**Run 1: metal 1**

Drawn at 3 px/um.
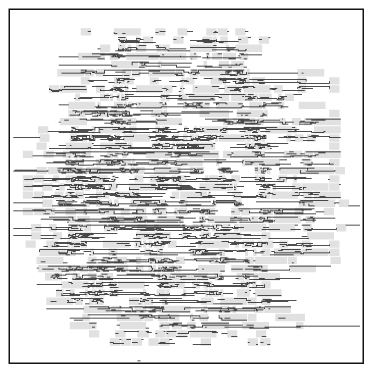
**Run 1: M2 wires**

Drawn at 4 px/um.
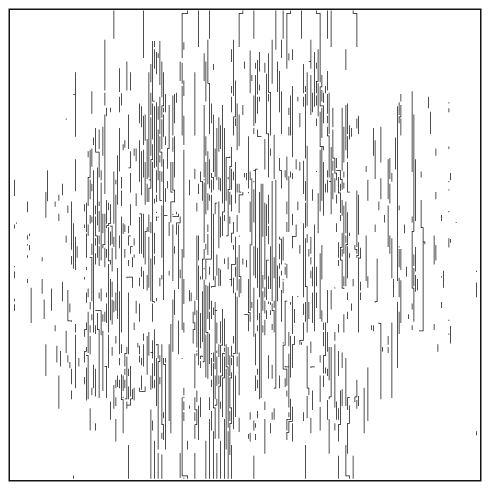
**Run 1: signal wires on met3**

Drawn at 2 px/um.
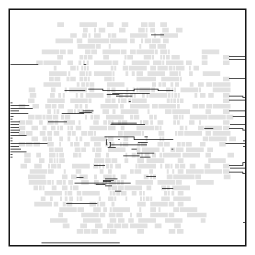
Design int_to_float_converter, sky130hd; sources not shown.
==> impl_metrics.toml, run 1 <==
# generated from flow reports
[floorplanning]
core_area_sq_um = 11600
fp_util_pct = 41.4
die_h_um = 117
num_rows = 39
die_area_sq_um = 13800

[place]
place_congestion = 0.803
dp_cells = 706
portBuffers = 74
hpwl_um = 9140

[clock_network]
cts_buffer_depth = 2
postCtsHoldBufs = 0
htree_num_levels = 3
cts.sinks = 79
cts_setup_buffers = 0
cts_tree = "done"
insertion_delay_ns = 0.46
clk_pin_slew_worst_paths_ns = 0.13

[layout]
final_cells = 723
fillCellCount = 1080
lay_top_cells = "79 x dfrtp_1, 73 x clkdlybuf4s50_1, 43 x nor2_1"
fin_nets = 623
final_util_pct = 50.6
layout_top_cell = "dfrtp_1"
drive_gt1_share_pct = 7.43

[route]
drtAntennaViolNets = 0
viasPerCell = 5.70
drt_first_pass_iters = 5
drcViolationCount = 0
drt_iter0_drc = 296

[final_timing]
timing.setup.tns_ns = 0
min_period_ns = 4.76
period_used_pct = 66.1
maxSlewHeadroom_pct = 27.0
slew_viol_final = 0
tightest_slew_ns = 1.09
hold_viol_final = 0
hold_slack_ns = 0.396
grt_setup_unrepaired = "false"
max_freq_mhz = 210
finalSetupViolCount = 0

[synth]
ys_seq_share_pct = 41.2
syn_inst = 514
synth-edff-count = 0
async_flop_share_pct = 100
syn_area_sq_um = 4790
ys_cells = 514
ys_types = 57

[setup_path]
start_kind = "flip-flop"
required_ns = 4.94
critical_path_class = "reg -> out"
r2r_cells = 16
r2r_slack_ns = 3.19
crit_fanout = 7
endpoint_kind = "output pin"

[status]
status = "completed"

[grt]
grt_pass1_vias = 4015
grt_antenna_before_repair = 1
grt_max_degree = 60
grt_pass1_wl_um = 20800

[power]
p_leak_uw = 0.00225
ir_worst_vdd_mv = 0.197

[job]
maxCapViolations = 0
tool_warnings = 29

[worst_hold_path]
min_path_cells = 1
Notes on 'metal 1' above:
555 nets have wire on it. The layer carries 5980 um of wire.
via count: 4124
Total Wirelength: 12500 um
Global Route met1 Usage: 25.5%

Notes on 'M2 wires' above:
The longest straight run is 53.4 um. The layer carries 5740 um of wire. The layer holds 46% of the routed length.
met2 Use GR: 28.4%

Notes on 'signal wires on met3' above:
The layer holds 4.8% of the routed length. The layer carries 594 um of wire. The longest straight run is 38.9 um.
met3 usage: 3.89%

==> run 1: Yosys cell counts (all sizes together), types with 14 or more instances <==
cell | count | area [sq um]
nor2 | 44 | 165
inv | 26 | 97.6
xor2 | 20 | 175
o21ai | 18 | 93.8
clkbuf | 22 | 83.8
xnor2 | 38 | 333
a21oi | 25 | 125
dfrtp | 79 | 1980
nand3 | 19 | 100
nor3 | 14 | 70.1
o2bb2ai | 27 | 236
nand2 | 39 | 146
==> run 1: stage by stage <==
step	setup slack [ns]	area, sq um	power (uW)
2_1_floorplan	2.81	4660	2030
3_3_place_gp	0.888	5580	2440
3_5_place_dp	2.48	5690	2500
4_1_cts	2.42	5850	2820
5_1_grt	2.33	5850	2970
6_report	2.44	5850	2800
==> run 1: kinds of logic (layout without fill, tap and decap cells) <==
logic type / Yosys count / in the layout / synth area share [%]
xor gates and xnor gates: 58 / 58 / 10.6
adders and majority gates: 10 / 10 / 2.61
other: 0 / 1 / 0
DFF: 79 / 79 / 41.2
AOI/OAI and AO/OA: 130 / 130 / 20.0
buffers and inverters: 55 / 120 / 4.72
and+or+nand+nor: 173 / 173 / 18.8
muxes: 9 / 9 / 2.01
==> run 1: routing by layer <==
| layer | vias up | part of all wire (%) | track usage (%) |
|---|---|---|---|
| met1 | 2003 | 48 | 25.5 |
| met2 | 114 | 46 | 28.4 |
| met3 | 12 | 4.7 | 3.89 |
| li1 | 1995 | - | - |
| met5 | - | 0 | 0 |
| met4 | 0 | 1.5 | 5.93 |
==> run 1: cell type report <==
type,count,area [sq um],area share (%)
Antenna cell,1,2.50,0.0428
Clock buffer,9,67.6,1.15
Clock inverter,7,95.1,1.62
Inverter,26,97.6,1.67
Multi-Input combinational cell,380,2600,44.5
Sequential cell,79,1980,33.8
Tap cell,143,179,3.06
Timing Repair Buffer,78,832,14.2
==> run 1: where the power goes <==
group,total (uW),switching [uW],internal (uW)
Combinational,1640,1130,508
Clock,312,171,141
Sequential,850,208,642
Total,2800,1510,1290
==> run 1: critical path, stage by stage, from the launching register on <==
cell,delay [ns]
dfrtp_1,0.43
inv_1,0.09
ha_1,0.30
inv_1,0.11
clkdlybuf4s50_1,1.13
==> run 2: changes to the inputs <==
--- a/config.mk
+++ b/config.mk
@@ -11,7 +11,7 @@
 export CTS_CLUSTER_SIZE = 10
 export DETAILED_ROUTE_END_ITERATION = 7
 export GPL_TIMING_DRIVEN = 0
-export PLACE_DENSITY = 0.63
+export PLACE_DENSITY = 0.66
 export REMOVE_ABC_BUFFERS = 1
 export SLEW_MARGIN = 15
 export SYNTH_ARGS = -nofsm -noshare
==> constraint.sdc (replaced) <==
create_clock -name clk -period 4.1 [get_ports clk]
set_clock_uncertainty 0.1 [all_clocks]
set_input_delay 1.23 -clock clk [delete_from_list [all_inputs] [get_ports clk]]
set_output_delay 1.23 -clock clk [all_outputs]
set_load 0.1 [all_outputs]
**Run 2: M2 wires**

Drawn at 4 px/um.
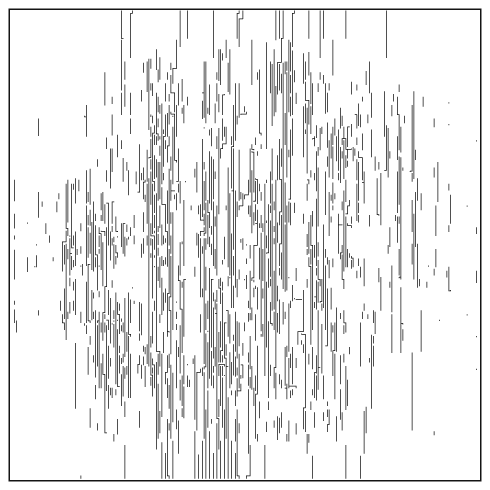
The longest straight run is 56.4 um. The layer holds 48% of the routed length.
via count: 4182
met2 Use GR: 29.4%
Total Wirelength: 12400 um

**Run 2: metal 1**

Drawn at 3 px/um.
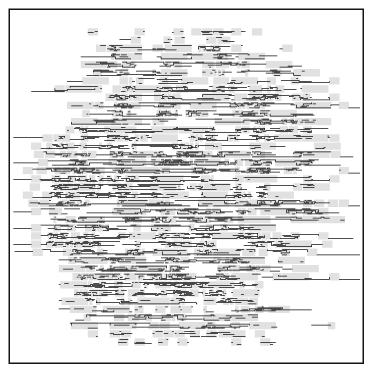
The wires run mostly horizontal. The longest straight run is 36.3 um.
Global Route met1 Usage: 23.8%

==> run 2 against run 1 <==
Core utilization grew 0.34 points. Flip-flop count unchanged. Die area unchanged. Register-to-register slack worse by 2.9 ns. First-iteration DRC count fell by 27%. Global-route usage shrank 0.33 points. Area after synthesis unchanged. Wire length fell by 0.54%. Non-clock buffer count decreased by 1. Via count grew 1.4%. Critical path depth unchanged. Combinational power rose by 74%.
==> impl_metrics.toml, run 2 <==
# generated from flow reports
[place]
dpl_cell_area_sq_um = 5650
hpwl_um = 9080
portBuffers = 74
place_congestion = 0.856
dp_cells = 705

[clock_network]
clk_pin_slew_worst_paths_ns = 0.14
cts_tree = "done"
cts_buffers = 9
cts_buffer_depth = 2
root_buffer = "clkbuf_4"
insertion_delay_ns = 0.44
postCtsHoldBufs = 0
cts_setup_buffers = 0
cts.sinks = 79
htree_num_levels = 3

[synth]
syn_inst = 514
ys_types = 57
topCellsByArea = "dfrtp_1 41%, xnor2_1 6.9%, o2bb2ai_1 4.9%"
yosys_area_sq_um = 4790
async_flop_share_pct = 100
ys_cells = 514
ys_seq_share_pct = 41.2
syn_area_sq_um = 4790
netlist_top_cells_count = "79 x dfrtp_1, 44 x nor2_1, 39 x nand2_1"
yosysMostFrequentCell = "dfrtp_1"
synth_warnings = 0
yosysTopAreaCellShare_pct = 41.2
synth-edff-count = 0
yosysTopAreaCell = "dfrtp_1"

[grt]
grt_antenna_before_repair = 1
grt_pass1_wl_um = 20600
grt_pass1_vias = 4090
grt_max_degree = 43

[setup_path]
crit_arrival_ns = 2.53
crit_fanout = 7
endpoint_kind = "output pin"
crit_chain = "inv_1, ha_1, inv_1, clkdlybuf4s50_1"
cpPeakStageDelay_ns = 1.14
r2r_slack_ns = 0.29
crit_slowest_cell = "clkdlybuf4s50_1"
cpMostUsedCell = "inv_1"
r2r_cells = 16
start_kind = "flip-flop"
required_ns = 2.77
critical_path_class = "reg -> out"

[final_timing]
maxSlewHeadroom_pct = 25.9
max_freq_mhz = 259
finalSetupViolCount = 0
grt_setup_unrepaired = "false"
period_used_pct = 94.1
min_period_ns = 3.86
hold_viol_final = 0
tightest_slew_ns = 1.11
hold_slack_ns = 0.397
slew_viol_final = 0

[floorplanning]
fp_util_pct = 41.4
num_rows = 39
core_area_sq_um = 11600
die_h_um = 117
die_area_sq_um = 13800
pin_count = 75

[status]
status = "completed"

[layout]
final_cells = 723
lay_top_cells = "79 x dfrtp_1, 73 x clkdlybuf4s50_1, 43 x nor2_1"
final_util_pct = 50.9
fin_nets = 623
comb_area_sq_um = 2630
drive_gt1_share_pct = 7.60
fillCellCount = 1090
flop_area_sq_um = 1980
layout_top_cell = "dfrtp_1"
fin_area_sq_um = 5890

[route]
drt_first_pass_iters = 5
viasPerCell = 5.78
drcViolationCount = 0
drtAntennaViolNets = 0
drt_iter0_drc = 217

[worst_hold_path]
min_path_cells = 1
hp-class = "reg -> reg"

[power]
p_leak_uw = 0.00226
ir_worst_vdd_mv = 0.329

[job]
tool_warnings = 29
maxCapViolations = 0
-- run 2: power breakdown --
group          total (uW)  switching [uW]  internal (uW)
registers            1500             368           1130
logic                2860            1980            873
clock network         659             283            376
total                5010            2630           2380
-- run 2: routing by layer --
metal	wire [um]	vias up	part of all wire (%)	global-route usage (%)
met2	5920	124	48	29.4
met3	558	21	4.5	3.41
li1	-	1991	-	-
met5	0	-	0	0
met4	213	0	1.7	6.30
met1	5740	2046	46	23.8
-- run 2: cell type report --
type / count / share of cell area (%)
Clock buffer: 10 / 1.27
Sequential cell: 79 / 33.6
Multi-Input combinational cell: 381 / 44.6
Clock inverter: 6 / 2.25
Inverter: 26 / 1.66
Timing Repair Buffer: 77 / 13.6
Antenna cell: 1 / 0.0425
Tap cell: 143 / 3.04
-- run 2: worst max-delay path, delay by kind of cell, from the launching register on --
family	cells	cell delay, ns
flip-flops	1	0.43
buffers and inverters	3	1.34
adder cells (fa/ha/maj)	1	0.30
-- run 2: per-stage QoR --
stage | setup WS, ns | TNS [ns] | total power (uW)
2_1_floorplan | -0.289 | -3.37 | 3570
3_3_place_gp | -1.96 | -153.76 | 4270
3_5_place_dp | -0.241 | -1.54 | 4360
4_1_cts | 0.0475 | 0 | 5020
5_1_grt | 0.0609 | 0 | 5300
6_report | 0.244 | 0 | 5010
-- run 2: logic make-up (layout without fill, tap and decap cells) --
kind of cell	Yosys count	count (layout)	share of synthesized area (%)
AND-OR/OR-AND	130	131	20.0
XOR/XNOR	58	58	10.6
adder cells (fa/ha/maj)	10	10	2.61
buffers and inverters	55	119	4.72
flip-flops	79	79	41.2
multiplexers	9	9	2.01
other	0	1	0
AND/OR/NAND/NOR	173	173	18.8
-- run 2: what timing repair did --
action                     CTS  global route
pin swaps                    0             1
setup endpoints to repair   19             5
gates resized                1             3
cloned                       0             1
Power and IR drop assume default switching activity.
